### src/rtl/down_counter_reload_pkg.sv
// Shared definitions for the down_counter_reload block.
//
// Contents:
//   mode_e  - underflow policy encodings driven on the MODE port
//   state_e - two-state control FSM encoding (run / halted one-shot)
package down_counter_reload_pkg;

  // Underflow policy. Encoding 3 is reserved and behaves as MODE_WRAP.
  typedef enum logic [1:0] {
    MODE_WRAP    = 2'd0,
    MODE_RELOAD  = 2'd1,
    MODE_ONESHOT = 2'd2,
    MODE_RSVD    = 2'd3
  } mode_e;

  // Control state. StHalt is only reachable through a one-shot underflow.
  typedef enum logic [0:0] {
    StRun  = 1'b0,
    StHalt = 1'b1
  } state_e;

endpackage

### src/rtl/down_counter_reload_sub_bout.sv
// Parameterised WIDTH-bit decrementer with borrow output.
//
// The subtraction is done one bit wider than the operand with a zero MSB, so
// the extra bit of the result is the borrow. It is set exactly when I == 0.
//
// Ports:
//   I     in  [WIDTH-1:0]  operand
//   O     out [WIDTH-1:0]  I - 1, modulo 2^WIDTH
//   BOUT  out              borrow out of the subtraction
module down_counter_reload_sub_bout #(
  parameter int unsigned WIDTH = 4
) (
  input  logic [WIDTH-1:0] I,
  output logic [WIDTH-1:0] O,
  output logic             BOUT
);

  logic [WIDTH:0] diff;

  always_comb begin
    diff = {1'b0, I} - (WIDTH+1)'(1);
    O    = diff[WIDTH-1:0];
    BOUT = diff[WIDTH];
  end

endmodule

### src/rtl/down_counter_reload.sv
// Loadable down-counter with borrow pulse and selectable underflow policy.
//
// Counts toward zero one step per enabled cycle. On underflow it pulses BOUT
// for one cycle and then wraps to all-ones, reloads the last loaded value, or
// halts at zero (one-shot) depending on MODE sampled at that edge.
//
// Ports:
//   CLK          in                rising-edge clock
//   ASYNCRESETN  in                asynchronous reset, active-low
//   CE           in                count enable
//   LOAD         in                synchronous load of D (wins over CE)
//   D            in  [WIDTH-1:0]   load value, also captured as reload value
//   MODE         in  [1:0]         underflow policy (see down_counter_reload_pkg)
//   O            out [WIDTH-1:0]   registered count
//   BOUT         out               registered borrow pulse
//   ZERO         out               combinational, O == 0
//   DONE         out               registered, high while halted
module down_counter_reload
  import down_counter_reload_pkg::*;
#(
  parameter int unsigned WIDTH = 4,
  parameter int unsigned INIT  = 0
) (
  input  logic             CLK,
  input  logic             ASYNCRESETN,
  input  logic             CE,
  input  logic             LOAD,
  input  logic [WIDTH-1:0] D,
  input  logic [1:0]       MODE,
  output logic [WIDTH-1:0] O,
  output logic             BOUT,
  output logic             ZERO,
  output logic             DONE
);

  localparam logic [WIDTH-1:0] InitVal = WIDTH'(INIT);

  logic [WIDTH-1:0] count_q;
  logic [WIDTH-1:0] rld_q;
  logic             bout_q;
  state_e           state_q;

  logic [WIDTH-1:0] count_dec;
  logic             borrow;

  down_counter_reload_sub_bout #(
    .WIDTH (WIDTH)
  ) u_dec (
    .I    (count_q),
    .O    (count_dec),
    .BOUT (borrow)
  );

  // Single-process FSM and datapath: LOAD > CE > hold. BOUT defaults low so
  // it can only be a one-cycle pulse per underflow edge.
  always_ff @(posedge CLK or negedge ASYNCRESETN) begin
    if (!ASYNCRESETN) begin
      count_q <= InitVal;
      rld_q   <= InitVal;
      bout_q  <= 1'b0;
      state_q <= StRun;
    end else if (LOAD) begin
      count_q <= D;
      rld_q   <= D;
      bout_q  <= 1'b0;
      state_q <= StRun;
    end else begin
      bout_q <= 1'b0;
      if (CE && (state_q == StRun)) begin
        if (!borrow) begin
          count_q <= count_dec;
        end else begin
          // Underflow: policy is decided by MODE at this edge only.
          bout_q <= 1'b1;
          case (mode_e'(MODE))
            MODE_RELOAD: begin
              count_q <= rld_q;
            end
            MODE_ONESHOT: begin
              count_q <= '0;
              state_q <= StHalt;
            end
            default: begin
              count_q <= '1;
            end
          endcase
        end
      end
    end
  end

  assign O    = count_q;
  assign BOUT = bout_q;
  assign ZERO = (count_q == '0);
  assign DONE = (state_q == StHalt);

endmodule
### config.mk
export PLATFORM = sky130hd
export DESIGN_NAME = down_counter_reload
export DESIGN_NICKNAME = d
export VERILOG_FILES = /design/src/rtl/down_counter_reload_pkg.sv /design/src/rtl/down_counter_reload_sub_bout.sv /design/src/rtl/down_counter_reload.sv
export SDC_FILE = /design/constraint.sdc
export NUM_CORES = 1
export LEC_CHECK = 0
export CELL_PAD_IN_SITES_DETAIL_PLACEMENT = 1
export CELL_PAD_IN_SITES_GLOBAL_PLACEMENT = 1
export CORE_ASPECT_RATIO = 0.9
export CORE_UTILIZATION = 38
export CTS_BUF_LIST = sky130_fd_sc_hd__clkbuf_2
export DETAILED_ROUTE_END_ITERATION = 8
export GPL_ROUTABILITY_DRIVEN = 0
export PLACE_DENSITY_LB_ADDON = 0.12
export REMOVE_ABC_BUFFERS = 1
export SLEW_MARGIN = 10
export SYNTH_ARGS = -nofsm -noshare
export SYNTH_HDL_FRONTEND = slang
export SYNTH_SLANG_ARGS = --single-unit
### constraint.sdc
create_clock -name CLK -period 2.8 [get_ports CLK]
set_input_delay 0.7 -clock CLK [delete_from_list [all_inputs] [get_ports CLK]]
set_output_delay 0.7 -clock CLK [all_outputs]
set_load 0.05 [all_outputs]
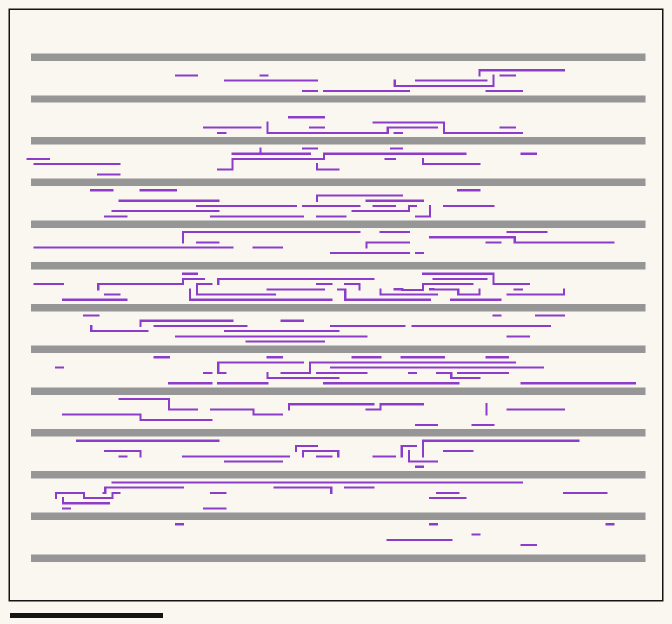
(run_1/m1.png)
Bar = 10 um. Supply wires on this layer in gray.
nets with wire on the layer	73
share of all routed wire	46%

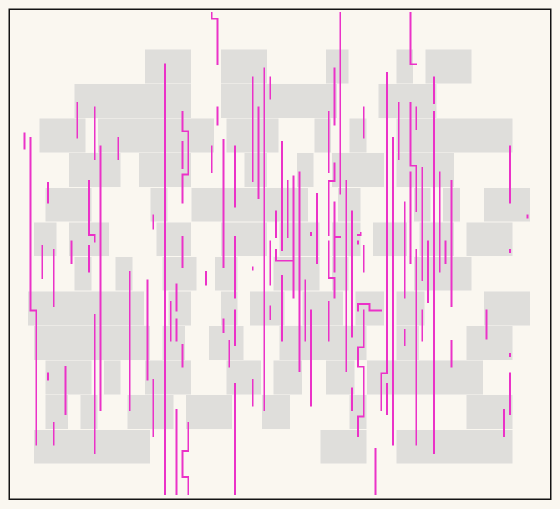
(run_1/m2.png)
nets with wire on the layer	73
share of all routed wire	48%

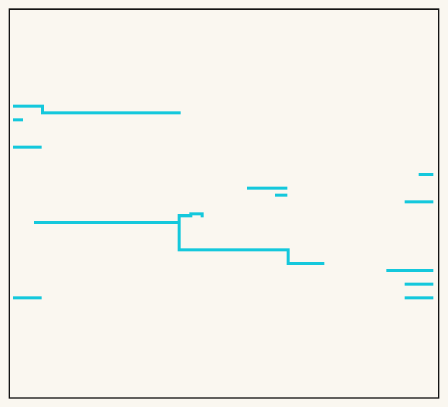
(run_1/m3.png)
wire length on this layer	76.4 um
nets with wire on the layer	12
longest straight run	14.3 um

==> results_dict.tcl, run 1 <==
# metrics dict for downstream scripts
set metrics [dict create \
    endpoint "ZERO" \
    postLayoutCellArea_sq_um 753 \
    synth.top_cell.area_share 0.446 \
    ir_drop_mv 0.270 \
    path_cells "inv_1, ha_1, nor3b_1, clkdlybuf4s50_1" \
    syn-cell-area_sq_um 561 \
    n_tap_cell 14 \
    crit_cells 4 \
    lay_top_cells "clkdlybuf4s50_1 (16), dfrtp_1 (10), nor2_1 (7)" \
    synth-main-ff-cell "dfrtp_1" \
    edf_count 0 \
    setup_slack_ns 0.174 \
    hp-start "rld_q[0]" \
    tns_ns 0 \
    mux_share 0.0781 \
    worstSkewPairLatency_ns 0.26 \
    flops 10 \
    fin_crit_ns 2.63 \
    wire_per_inst_um 14.6 \
    critPathLaunch "O[0]" \
    slew_viol_final 0 \
    wl_met3_um 76 \
    drc 0 \
    lay_top_count "clkdlybuf4s50_1" \
    met1_usage 0.236 \
    outcome "complete, no violations" \
    reg2reg_slack_ns 1.09 \
    fp_util 0.429 \
    cts_resized 0 \
    relSlewSlack 0.657 \
    top_logic_kind "simple AND/OR/NAND/NOR gates" \
    nFillCells 147 \
    area_growth_pct 34.4 \
    io_pins 17 \
    seq-power_uw 173 \
    p_int_uw 246 \
    common_cells "dfrtp_1 (10), nor2_1 (7), inv_1 (4), nor3b_1 (4), o21ai_0 (4)" \
    worst-path-buf-inv 2 \
    ys_area_sq_um 561 \
    clock_area_frac 0.0249 \
    hold_end "rld_q[0]" \
    dp_hpwl_um 982 \
    antenna_left 0 \
    inv_count 4 \
    comb_area_frac 0.387 \
    pwr-share-seq 0.446 \
    r2r_cells 6 \
    cts_buffers 3 \
    highest_layer "met3" \
    power_density_mw_per_mm2 515 \
    skew_ns 0.00519 \
    cts-root-buf "clkbuf_2" \
    holdWs_ns 0.513 \
    worst_pin_slew_ns 0.513 \
    avgSynthCellArea_sq_um 10.2 \
    grt_pass1_vias 468 \
    vias 478 \
]
## Run 2: what changed since run 1
--- a/config.mk
+++ b/config.mk
@@ -5,10 +5,11 @@
 export SDC_FILE = /design/constraint.sdc
 export NUM_CORES = 1
 export LEC_CHECK = 0
+export ABC_AREA = 1
 export CELL_PAD_IN_SITES_DETAIL_PLACEMENT = 1
 export CELL_PAD_IN_SITES_GLOBAL_PLACEMENT = 1
 export CORE_ASPECT_RATIO = 0.9
-export CORE_UTILIZATION = 38
+export CORE_UTILIZATION = 36
 export CTS_BUF_LIST = sky130_fd_sc_hd__clkbuf_2
 export DETAILED_ROUTE_END_ITERATION = 8
 export GPL_ROUTABILITY_DRIVEN = 0
==> run 2 against run 1 <==
  * Hold slack gained 0.0055 ns
  * Power grew 15%
  * Combinational power grew 42%
  * First-iteration DRC count stayed put
  * Synthesized area up 11%
  * Setup slack improved by 0.015 ns
  * Count of clock-buffer cells in the layout did not move
  * Final cell count grew 45%
  * Global-route usage fell by 0.46 points
  * Clock power down 1%
  * Wire length is 18% higher
  * Flip-flop count did not move
  * Highest routed layer unchanged
==> results_dict.tcl, run 2 <==
# metrics dict for downstream scripts
set metrics [dict create \
    clock_buffer_count 3 \
    r2r_cells 9 \
    clock.fmax_mhz 383 \
    cts_tree "yes" \
    wire_per_inst_um 11.8 \
    cts-root-buf "clkbuf_2" \
    critPathLaunch "O[0]" \
    inv_count 15 \
    p_leak_nw 0.395 \
    avgSynthCellArea_sq_um 7.15 \
    vias 612 \
    first_pass_iters 3 \
    ys_area_sq_um 622 \
    synth.top_cell.area_share 0.402 \
    tns_ns 0 \
    cts_resized 0 \
    lay_top_count "nand2_1" \
    async_flop_share 1.00 \
    wl_met3_um 67 \
    ir_drop_mv 0.280 \
    hp-start "rld_q[2]" \
    fin_crit_ns 2.61 \
    core-area_sq_mm 0.00153 \
    flops 10 \
    setup_slack_ns 0.189 \
    dp_hpwl_mm 1.27 \
    seq-power_uw 177 \
    pwr-share-seq 0.397 \
    synth-main-ff-cell "dfrtp_1" \
    power_density_mw_per_mm2 541 \
    holdWs_ns 0.519 \
    worst_pin_slew_ns 0.524 \
    grt_pass1_vias 620 \
    drc 0 \
    met1_usage 0.230 \
    slew_viol_final 0 \
    comb_area_frac 0.377 \
    clock_area_frac 0.0228 \
    worstSkewPairLatency_ns 0.26 \
    edf_count 0 \
    portBuffers 16 \
    cts_hold_buf 0 \
    io_pins 17 \
    h-tree-depth 1 \
    crit_cells 5 \
    top_power_group "combinational logic" \
    lay_top_cells "nand2_1 (22), clkdlybuf4s50_1 (16), dfrtp_1 (10), inv_1 (10)" \
    dominant_cells "combinational gates" \
    mux_share 0 \
    postSynthCellCount 87 \
    skew_ns 0.00651 \
    worst-path-buf-inv 2 \
    highest_layer "met3" \
    rsz0062_at_grt "no" \
    area_growth_pct 32.4 \
    nFillCells 223 \
    relSlewSlack 0.649 \
    drtIter0Drc 6 \
    die_w_um 45.8 \
    top_logic_kind "simple AND/OR/NAND/NOR gates" \
    fp_util 0.407 \
    postLayoutCellArea_sq_um 823 \
    p_int_uw 258 \
    syn-cell-area_sq_um 622 \
    endpoint "ZERO" \
    combGateArea_sq_um 310 \
    power_uw 445 \
    outcome "complete, no violations" \
    common_cells "nand2_1 (22), dfrtp_1 (10), inv_1 (10)" \
    n_tap_cell 22 \
    hold_end "rld_q[2]" \
    reg2reg_slack_ns 1.43 \
    fin_util 0.538 \
    yosysTopAreaCell "dfrtp_1" \
    cts_buffers 3 \
    p_comb_uw 186 \
    antenna_left 0 \
    seq_share 0.304 \
    path_cells "inv_2, ha_1, nand2_1, nor2_1, clkdlybuf4s50_1" \
    ys_sh_simple 0.318 \
]
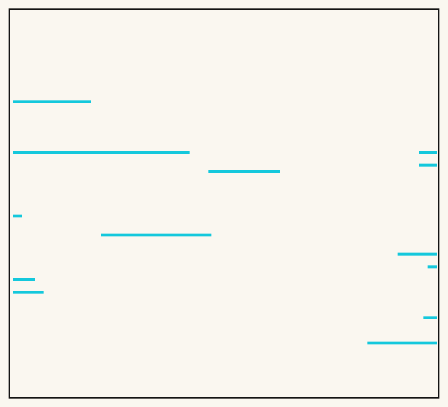
(run_2/m3.png)
main direction	horizontal
share of all routed wire	4.4%
longest straight run	18.6 um
wire length on this layer	67.4 um
nets with wire on the layer	12

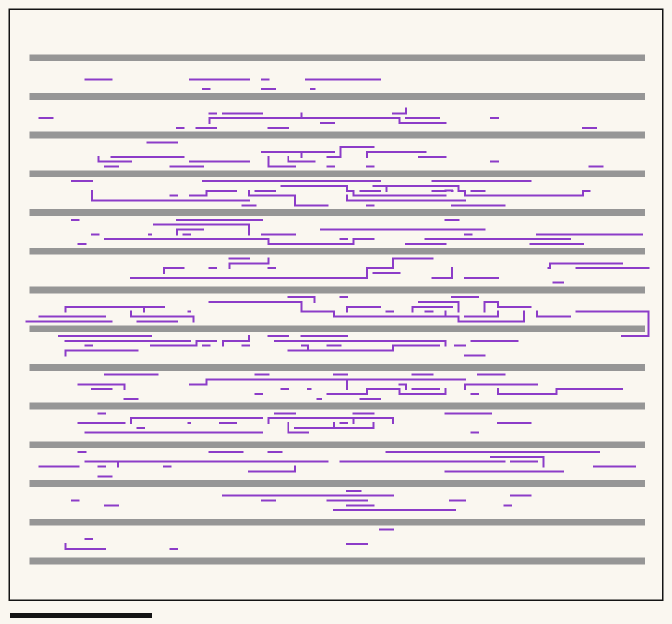
(run_2/m1.png)
Bar = 10 um. Supply wires on this layer in gray.
main direction	horizontal
wire length on this layer	676 um
longest straight run	18.2 um
share of all routed wire	45%
nets with wire on the layer	103

## Run 3: what changed since run 2
--- a/config.mk
+++ b/config.mk
@@ -13,8 +13,10 @@
 export CTS_BUF_LIST = sky130_fd_sc_hd__clkbuf_2
 export DETAILED_ROUTE_END_ITERATION = 8
 export GPL_ROUTABILITY_DRIVEN = 0
+export GPL_TIMING_DRIVEN = 0
 export PLACE_DENSITY_LB_ADDON = 0.12
 export REMOVE_ABC_BUFFERS = 1
+export SKIP_CTS_REPAIR_TIMING = 1
 export SLEW_MARGIN = 10
 export SYNTH_ARGS = -nofsm -noshare
 export SYNTH_HDL_FRONTEND = slang
==> run 3 against run 2 <==
  * Final cell count unchanged
  * Flip-flop count unchanged
  * Register-to-register slack about the same
  * Largest power group unchanged
==> results_dict.tcl, run 3 <==
# metrics dict for downstream scripts
set metrics [dict create \
    vias 608 \
    reg2reg_slack_ns 1.42 \
    antenna_left 0 \
    combGateArea_sq_um 310 \
    holdWs_ns 0.528 \
    skew_ns 0.000722 \
    ys_area_sq_um 622 \
    dominant_cells "combinational gates" \
    flops 10 \
    outcome "complete, no violations" \
    endpoint "ZERO" \
    yosysTopAreaCell "dfrtp_1" \
    met1_usage 0.237 \
    nFillCells 216 \
    path_cells "inv_2, ha_1, nand2_1, nor2_1, clkdlybuf4s50_1" \
    synth.top_cell.area_share 0.402 \
    tns_ns 0 \
    die_w_um 45.8 \
    mux_share 0 \
    hold_end "DONE" \
    wire_per_inst_um 12.0 \
    p_leak_nw 0.395 \
    r2r_cells 9 \
    area_growth_pct 32.4 \
    clock_buffer_count 3 \
    critPathLaunch "O[0]" \
    lay_top_cells "nand2_1 (22), clkdlybuf4s50_1 (16), dfrtp_1 (10), inv_1 (10)" \
    cts_buffers 3 \
    grt_pass1_vias 636 \
    core-area_sq_mm 0.00153 \
    inv_count 15 \
    p_comb_uw 186 \
    wl_met3_um 48 \
    pwr-share-seq 0.392 \
    power_density_mw_per_mm2 549 \
    cts-root-buf "clkbuf_2" \
    setup_slack_ns 0.201 \
    worst_pin_slew_ns 0.509 \
    hp-start "DONE" \
    io_pins 17 \
    drc 0 \
    syn-cell-area_sq_um 622 \
    h-tree-depth 1 \
    lay_top_count "nand2_1" \
    clock_area_frac 0.0228 \
    first_pass_iters 3 \
]
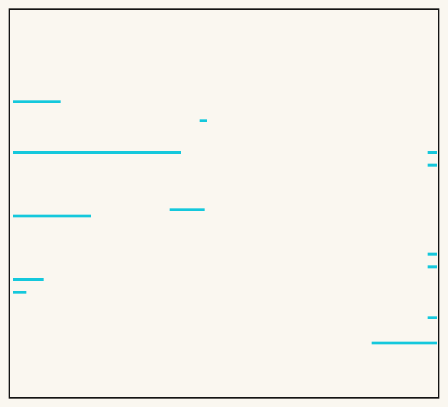
(run_3/m3.png)
main direction	horizontal
wire length on this layer	48.5 um
share of all routed wire	3.2%
longest straight run	17.7 um
nets with wire on the layer	12

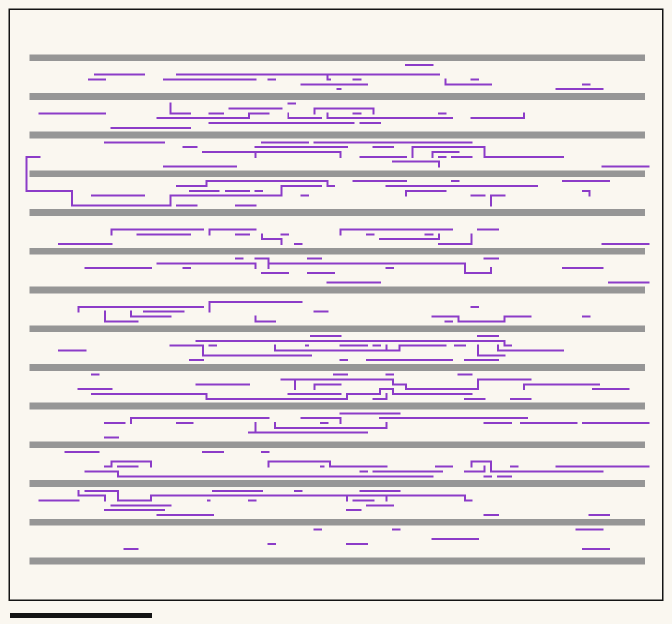
(run_3/m1.png)
Bar = 10 um. Supply wires on this layer in gray.
wire length on this layer	718 um
longest straight run	22.1 um


## Gallery

Congestion heat map.
panel A
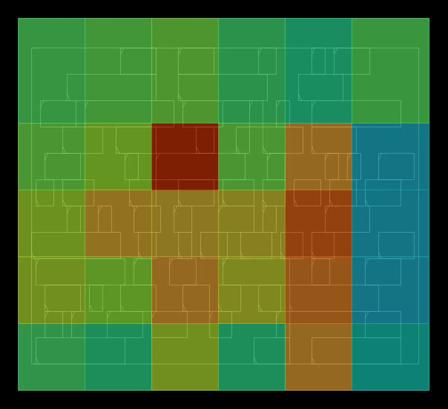
panel B
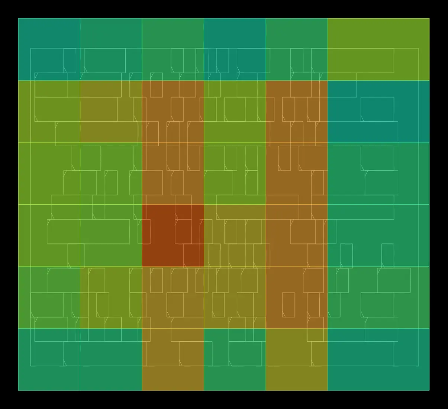
- most wire per cell: panel A
Panel A comes from run 1.
Panel B comes from run 3.

No activity file was given, so power comes from the tool's default toggle rates.
